--- src/rtl/reaction_timer_ctrl.sv ---
// Reaction-time game controller: random prompt delay, LED prompt, and
// millisecond measurement of the player's response or a false start.
module reaction_timer_ctrl #(
    parameter int TICKS_PER_MS  = 50000,
    parameter int DELAY_BASE_MS = 1000,
    parameter int RAND_BITS     = 10,
    parameter int MAX_MS        = 9999,
    parameter int MSBITS        = $clog2(MAX_MS + 1)
) (
    input  logic              clk,
    input  logic              reset,
    input  logic              i_start,
    input  logic              i_button,
    output logic              o_led,
    output logic              o_busy,
    output logic [MSBITS-1:0] o_delay_ms,
    output logic [MSBITS-1:0] o_result,
    output logic              o_valid,
    output logic              o_false_start
);

    localparam int PW = (TICKS_PER_MS > 1) ? $clog2(TICKS_PER_MS) : 1;
    localparam logic [PW-1:0]     TICK_LAST = PW'(TICKS_PER_MS - 1);
    localparam logic [MSBITS-1:0] BASE_V    = MSBITS'(DELAY_BASE_MS);
    localparam logic [MSBITS-1:0] MAX_V     = MSBITS'(MAX_MS);
    localparam logic [MSBITS-1:0] MAX_M1    = MSBITS'(MAX_MS - 1);

    if (DELAY_BASE_MS + (1 << RAND_BITS) - 1 > MAX_MS) begin : g_param_chk
        $error("reaction_timer_ctrl: longest prompt delay exceeds MAX_MS");
    end

    typedef enum logic [2:0] {
        S_IDLE, S_WAIT, S_MEAS, S_DONE, S_FALSE
    } state_t;

    state_t            state_q, state_d;
    logic [15:0]       lfsr_q, lfsr_d;
    logic              btn_q;
    logic [PW-1:0]     pre_q, pre_d;
    logic [MSBITS-1:0] el_q, el_d;
    logic [MSBITS-1:0] delay_q, delay_d;
    logic [MSBITS-1:0] result_q, result_d;
    logic              valid_q, valid_d;
    logic              fs_q, fs_d;
    logic              led_q, led_d;
    logic              busy_q, busy_d;
    logic              press;
    logic              ms_tick;

    assign press   = i_button & ~btn_q;
    assign ms_tick = (pre_q == TICK_LAST);

    always_comb begin
        state_d  = state_q;
        pre_d    = pre_q;
        el_d     = el_q;
        delay_d  = delay_q;
        result_d = result_q;
        valid_d  = valid_q;
        fs_d     = fs_q;
        lfsr_d   = {lfsr_q[14:0],
                    lfsr_q[15] ^ lfsr_q[13] ^ lfsr_q[12] ^ lfsr_q[10]};

        if (state_q == S_WAIT || state_q == S_MEAS) begin
            pre_d = ms_tick ? '0 : pre_q + PW'(1);
            el_d  = ms_tick ? el_q + MSBITS'(1) : el_q;
        end

        unique case (state_q)
            S_IDLE, S_DONE, S_FALSE: begin
                if (i_start) begin
                    state_d = S_WAIT;
                    delay_d = BASE_V + MSBITS'(lfsr_q[RAND_BITS-1:0]);
                    valid_d = 1'b0;
                    fs_d    = 1'b0;
                    pre_d   = '0;
                    el_d    = '0;
                end
            end
            S_WAIT: begin
                // A press always beats a delay expiry in the same cycle
                if (press) begin
                    state_d = S_FALSE;
                    fs_d    = 1'b1;
                end else if (ms_tick && el_q == delay_q - MSBITS'(1)) begin
                    state_d = S_MEAS;
                    pre_d   = '0;
                    el_d    = '0;
                end
            end
            S_MEAS: begin
                if (press) begin
                    state_d  = S_DONE;
                    result_d = el_q;
                    valid_d  = 1'b1;
                end else if (ms_tick && el_q == MAX_M1) begin
                    state_d  = S_DONE;
                    result_d = MAX_V;
                    valid_d  = 1'b1;
                end
            end
            default: state_d = S_IDLE;
        endcase

        led_d  = (state_d == S_MEAS);
        busy_d = (state_d == S_WAIT) || (state_d == S_MEAS);
    end

    always_ff @(posedge clk or posedge reset) begin
        if (reset) begin
            state_q  <= S_IDLE;
            lfsr_q   <= 16'hACE1;
            btn_q    <= 1'b0;
            pre_q    <= '0;
            el_q     <= '0;
            delay_q  <= '0;
            result_q <= '0;
            valid_q  <= 1'b0;
            fs_q     <= 1'b0;
            led_q    <= 1'b0;
            busy_q   <= 1'b0;
        end else begin
            state_q  <= state_d;
            lfsr_q   <= lfsr_d;
            btn_q    <= i_button;
            pre_q    <= pre_d;
            el_q     <= el_d;
            delay_q  <= delay_d;
            result_q <= result_d;
            valid_q  <= valid_d;
            fs_q     <= fs_d;
            led_q    <= led_d;
            busy_q   <= busy_d;
        end
    end

    assign o_led         = led_q;
    assign o_busy        = busy_q;
    assign o_delay_ms    = delay_q;
    assign o_result      = result_q;
    assign o_valid       = valid_q;
    assign o_false_start = fs_q;

endmodule

--- config.mk ---
export PLATFORM = sky130hd
export DESIGN_NAME = reaction_timer_ctrl
export DESIGN_NICKNAME = d
export VERILOG_FILES = /design/src/rtl/reaction_timer_ctrl.sv
export SDC_FILE = /design/constraint.sdc
export NUM_CORES = 1
export LEC_CHECK = 0
export CORE_MARGIN = 5
export CORE_UTILIZATION = 25
export DETAILED_ROUTE_END_ITERATION = 10
export SKIP_LAST_GASP = 1
export SLEW_MARGIN = 10
export SYNTH_ARGS = -nofsm -noshare
export SYNTH_HDL_FRONTEND = slang
export SYNTH_SLANG_ARGS = --single-unit
--- constraint.sdc ---
create_clock -name clk -period 3.4 [get_ports clk]
set_input_delay 0.51 -clock clk [delete_from_list [all_inputs] [get_ports clk]]
set_output_delay 0.51 -clock clk [all_outputs]
set_load 0.05 [all_outputs]
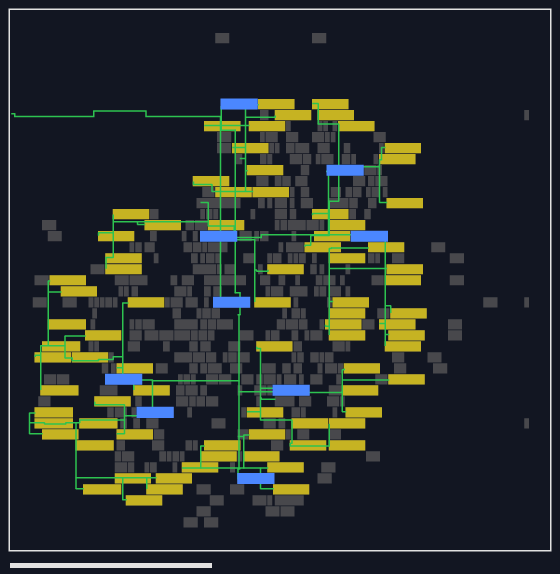
(run_1/clk_routes.png)
Bar = 50 um.
legend:
  blue:
    item: clock drivers
    count: 9
  yellow:
    item: flip-flops
    count: 79
  green:
    item: clock wires
    length: 965 um
routed clock nets: 10
Skew-Pair Late Insertion Delay: 0.33 ns
clk_skew: 0.00813 ns

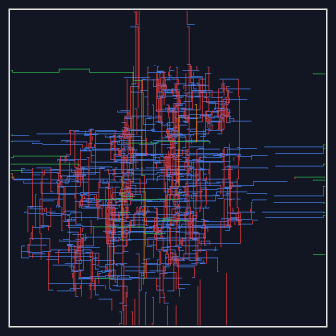
(run_1/wires.png)
legend:
  blue:
    layer: metal 1
    wire_length: 4080 um
  orange:
    layer: metal 4
    wire_length: 220 um
  red:
    layer: metal 2
    wire_length: 3820 um
  green:
    layer: metal 3
    wire_length: 295 um
Via Count: 2774
All-Layer GR Usage: 10.1%
WL final: 8420 um
mean routed wirelength per cell: 13.9 um

==> flow_metrics.env, run 1 <==
# flow metrics
export IMPL_pre_cts_slack_ns=0.471
export IMPL_final_util_pct=30.8
export IMPL_holdWs_ns=0.360
export IMPL_worstMarginPinSlew_ns=0.676
export IMPL_ys_flops=79
export IMPL_final_instance_count_excl_fill=605
export IMPL_io_pins=36
export IMPL_ys_warn_count=0
export IMPL_grt_max_degree=80
export IMPL_setup_tns_ns=0
export IMPL_top_area_share_pct=46.7
export IMPL_fa_ha_area_share_pct=1.64
export IMPL_r2r_end="el_q[5]$_DFF_PP0_"
export IMPL_rsz0062_at_grt="no"
export IMPL_power_switching_uw=904
export IMPL_finalClockPeriodUsage_pct=86.8
export IMPL_die_area_sq_mm=0.0178
export IMPL_p_seq_share_pct=40.8
export IMPL_grt_overflow=0
export IMPL_placementRows=45
export IMPL_yosysChipArea_sq_mm=0.00381
export IMPL_hold_buffers=0
export IMPL_status="completed"
export IMPL_power_mw=2.75
export IMPL_setup_reg_to_reg_worst_slack_ns=0.45
export IMPL_crit_chain="inv_1 > ha_1 > or4b_1 > or4_4 > xnor2_2 > nor3_1 > nand4_1 > o31ai_4 > buf_4 > nor2_1"
export IMPL_final_area_sq_mm=0.00465
export IMPL_grt_pass1_wl_um=14300
export IMPL_htree_levels=3
export IMPL_floorplanUtilization_pct=25.2
export IMPL_nFillCells=1548
export IMPL_layout_nets=421
export IMPL_post_synth_cell_area_avg_sq_um=10.1
export IMPL_netSwitchingFraction_pct=32.8
export IMPL_cp_arrival_ns=3.16
export IMPL_drt_antenna_violating_nets=0
export IMPL_edf_count=0
export IMPL_antenna_cells=0
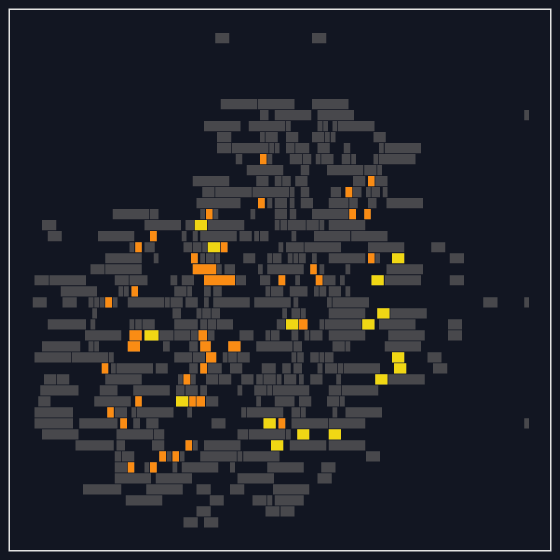
(run_1/logic_types.png)
legend:
  yellow:
    family: non-inverting ao/oa cells
    cells: 16
  orange:
    family: aoi and oai cells
    cells: 40
    most_used: a21oi_1
Comb/total area: 37.2%
dominant logic cell type in the layout: dfrtp_1

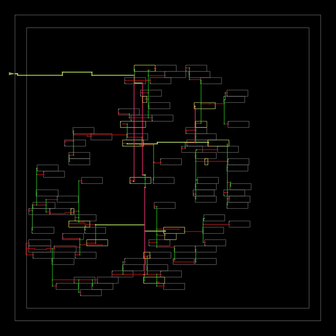
(run_1/clocks.png)
layout clock buffer count: 13
TritonCTS Buffers: 9
FFs & Latches: 79
Clock Power: 957 uW

## run 1: worst max path at each step
stage / cells after the start / to / slack, ns / startpoint
5_1_grt: 10 / el_q[0]$_DFF_PP0_ / 0.18 / o_delay_ms[0]$_DFFE_PP0P_
6_report: 10 / el_q[5]$_DFF_PP0_ / 0.45 / o_delay_ms[0]$_DFFE_PP0P_
3_3_place_gp: 10 / el_q[1]$_DFF_PP0_ / 0.59 / o_delay_ms[0]$_DFFE_PP0P_
3_5_place_dp: 10 / el_q[3]$_DFF_PP0_ / 0.47 / o_delay_ms[0]$_DFFE_PP0P_
4_1_cts: 10 / el_q[3]$_DFF_PP0_ / 0.45 / o_delay_ms[0]$_DFFE_PP0P_
2_1_floorplan: 11 / el_q[11]$_DFF_PP0_ / 0.37 / o_delay_ms[0]$_DFFE_PP0P_
## run 1: area by class of cell
| type | count | area [sq um] | share of cell area [%] |
|---|---|---|---|
| inverters | 9 | 33.8 | 0.727 |
| clock inverters | 3 | 42.5 | 0.915 |
| clock buffers | 13 | 260 | 5.60 |
| repair buffers | 36 | 363 | 7.80 |
| well taps | 188 | 235 | 5.06 |
| flip-flops and latches | 79 | 1990 | 42.7 |
| multi-input cells | 277 | 1730 | 37.2 |
## run 1: cells in the final DEF (no fill, tap or decap), types with 3 or more instances in the layout
master,count
nor4_1,6
nor3_1,12
xor2_1,22
a22o_1,6
nor2_1,44
nand3_1,7
a21oi_1,14
nand4_1,8
conb_1,3
o21ai_0,9
or3_1,5
ha_1,5
and3_1,4
o21ai_1,7
dfstp_2,8
a31oi_1,3
and4_1,5
nand2_1,47
buf_4,3
nor2b_1,4
and2_1,4
or2_2,3
inv_1,7
dfrtp_1,71
clkdlybuf4s50_1,32
xnor2_1,24
clkbuf_16,9
o22a_1,6
## run 1: synth_stat cells, types with 6 or more instances
| cell type | count |
|---|---|
| o21ai_1 | 7 |
| nand4_1 | 8 |
| inv_1 | 8 |
| dfrtp_1 | 71 |
| xor2_1 | 22 |
| nor2_1 | 44 |
| nand2_1 | 47 |
| o21ai_0 | 9 |
| a21oi_1 | 14 |
| nor3_1 | 12 |
| nand3_1 | 7 |
| xnor2_1 | 24 |
| o22a_1 | 6 |
| a22o_1 | 6 |
| clkbuf_1 | 7 |
| nor4_1 | 6 |
| dfstp_2 | 8 |
## run 1: power groups by stage
stage          Sequential [mW]  Clock [mW]  Combinational, mW
3_3_place_gp              1.14           0              0.674
3_5_place_dp              1.14           0              0.679
2_1_floorplan             1.27           0              0.341
5_1_grt                   1.14        1.02              0.735
4_1_cts                   1.12       0.983              0.681
6_report                  1.12       0.957              0.675
## run 1: per-layer routing
| metal | track usage, % | vias up | part of all wire [%] |
|---|---|---|---|
| li1 | - | 1368 | - |
| met1 | 13.4 | 1339 | 48 |
| met2 | 15.3 | 50 | 45 |
| met3 | 2.64 | 17 | 3.5 |
| met4 | 5.09 | 0 | 2.6 |
| met5 | 0 | - | 0 |
## run 1: registers in the layout, summed over array words and instances, names as in the netlist
name and cells:
btn_q 1, el_q 14, lfsr_q 16, o_busy 1
o_delay_ms 11, o_false_start 1, o_led 1, o_result 14
o_valid 1, pre_q 16, state_q 3
==> run 2: changes to the inputs <==
CTS_CLUSTER_DIAMETER = 200   (was unset)
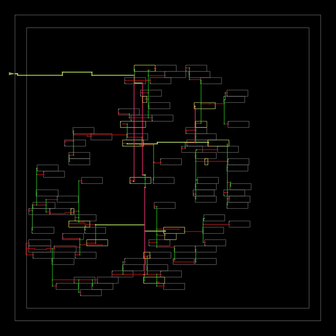
(run_2/clocks.png)
clock sinks: 79

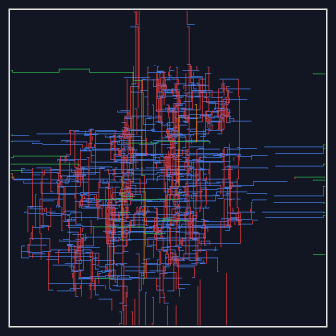
(run_2/wires.png)
legend:
  orange:
    layer: metal 4
    wire_length: 220 um
  green:
    layer: metal 3
    wire_length: 295 um
  blue:
    layer: metal 1
    wire_length: 4080 um
  red:
    layer: metal 2
    wire_length: 3820 um

==> flow_metrics.env, run 2 <==
# flow metrics
export IMPL_cp_startpoint="o_delay_ms[0]$_DFFE_PP0P_"
export IMPL_status="completed"
export IMPL_power_mw=2.75
export IMPL_top_cells_by_count="71 x dfrtp_1, 47 x nand2_1, 44 x nor2_1"
export IMPL_crit_chain="inv_1 > ha_1 > or4b_1 > or4_4 > xnor2_2 > nor3_1 > nand4_1 > o31ai_4 > buf_4 > nor2_1"
export IMPL_grt_max_degree=80
export IMPL_floorplanUtilization_pct=25.2
export IMPL_worstMarginPinSlew_ns=0.676
export IMPL_pre_cts_slack_ns=0.471
export IMPL_hold_buffers=0
export IMPL_cp_buffers_inverters=2
export IMPL_antenna_cells=0
export IMPL_post_synth_top_count_cell="dfrtp_1"
export IMPL_holdWs_ns=0.360
export IMPL_drt_antenna_violating_nets=0
export IMPL_finalClockPeriodUsage_pct=86.8
export IMPL_rsz0062_at_grt="no"
export IMPL_final_cell_mix="71 x dfrtp_1, 47 x nand2_1, 44 x nor2_1"
export IMPL_clk_latency_ns=0.33
export IMPL_final_common_cell="dfrtp_1"
export IMPL_vias=2774
export IMPL_post_synth_cell_area_avg_sq_um=10.1
export IMPL_htree_levels=3
export IMPL_edf_count=0
export IMPL_wl_um=8420
export IMPL_peakVddDrop_v=0.000222
export IMPL_nFillCells=1548
export IMPL_grt_pass1_wl_um=14300
export IMPL_setup_tns_ns=0
export IMPL_layout_nets=421
export IMPL_yosysUniqueCellTypes=53
export IMPL_top_area_share_pct=46.7
export IMPL_grt_overflow=0
export IMPL_fa_ha_area_share_pct=1.64
export IMPL_skew_ns=0.00813
export IMPL_grtUsageTotal_pct=10.1
export IMPL_wire_per_inst_um=13.9
export IMPL_ys_flops=79
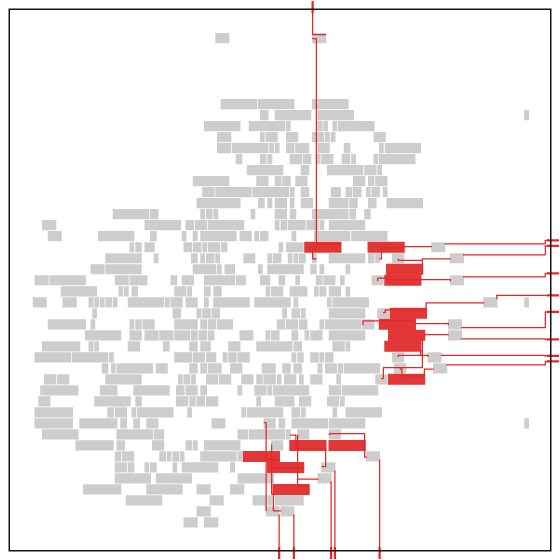
(run_2/io_fan.png)
legend:
  red:
    port: `o_result`
    direction: output
    edge: 8 right, 5 bottom, 1 top
    end_cells: 14
    wire: 584 um
I/O pins: 36
Buffers on Ports: 32

run 2: area by class of cell:
type                            count  area (sq um)  share of cell area (%)
Sequential cell                    79          1990                    42.7
Multi-Input combinational cell    277          1730                    37.2
Timing Repair Buffer               36           363                    7.80
Clock buffer                       13           260                    5.60
Tap cell                          188           235                    5.06
Clock inverter                      3          42.5                   0.915
Inverter                            9          33.8                   0.727
run 2: path summary, 6_finish.rpt:
kind / slack, ns / endpoint / cells past startpoint
min in group asynchronous: 0.56 / o_result[11]$_DFFE_PP0P_ / 3
worst max register to register: 0.45 / el_q[5]$_DFF_PP0_ / 10
max in group asynchronous: 2.45 / lfsr_q[13]$_DFF_PP1_ / 3
worst max-delay path: 0.45 / el_q[5]$_DFF_PP0_ / 10
worst min register to register: 0.36 / lfsr_q[15]$_DFF_PP1_ / 0
worst min-delay path: 0.36 / lfsr_q[15]$_DFF_PP1_ / 0
run 2: layer usage:
metal / up-vias / GRT usage (%) / part of all wire (%)
met5: - / 0 / 0
met1: 1339 / 13.4 / 48
met3: 17 / 2.64 / 3.5
li1: 1368 / - / -
met2: 50 / 15.3 / 45
met4: 0 / 5.09 / 2.6
run 2: cell families after synthesis:
kind of cell | after synthesis
flip-flops | 79
XOR/XNOR | 47
other | 1
multiplexers | 2
adder cells (fa/ha/maj) | 5
buffers and inverters | 22
AND/OR/NAND/NOR | 164
AND-OR/OR-AND | 56
run 2: worst reg2reg max path, stage by stage, from the launching register on:
cell,delay (ns)
dfrtp_1,0.45
inv_1,0.11
ha_1,0.24
or4b_1,0.57
or4_4,0.47
xnor2_2,0.16
nor3_1,0.15
nand4_1,0.18
o31ai_4,0.20
buf_4,0.23
nor2_1,0.07
run 2: per-stage QoR:
stage | cells | utilization, % | area [sq um]
3_5_place_dp | 589 | 28.8 | 4350
4_1_cts | 605 | 30.8 | 4650
2_1_floorplan | 378 | - | 3810
3_3_place_gp | 589 | 28.8 | 4350
5_1_grt | 605 | 30.8 | 4650
6_report | 605 | 30.8 | 4650
run 2: report_power, final:
group | switching (mW) | internal, mW
clock | 0.350 | 0.607
combinational | 0.446 | 0.229
sequential | 0.108 | 1.01
Power figures rest on the tool's default switching activity, not on a simulated workload.
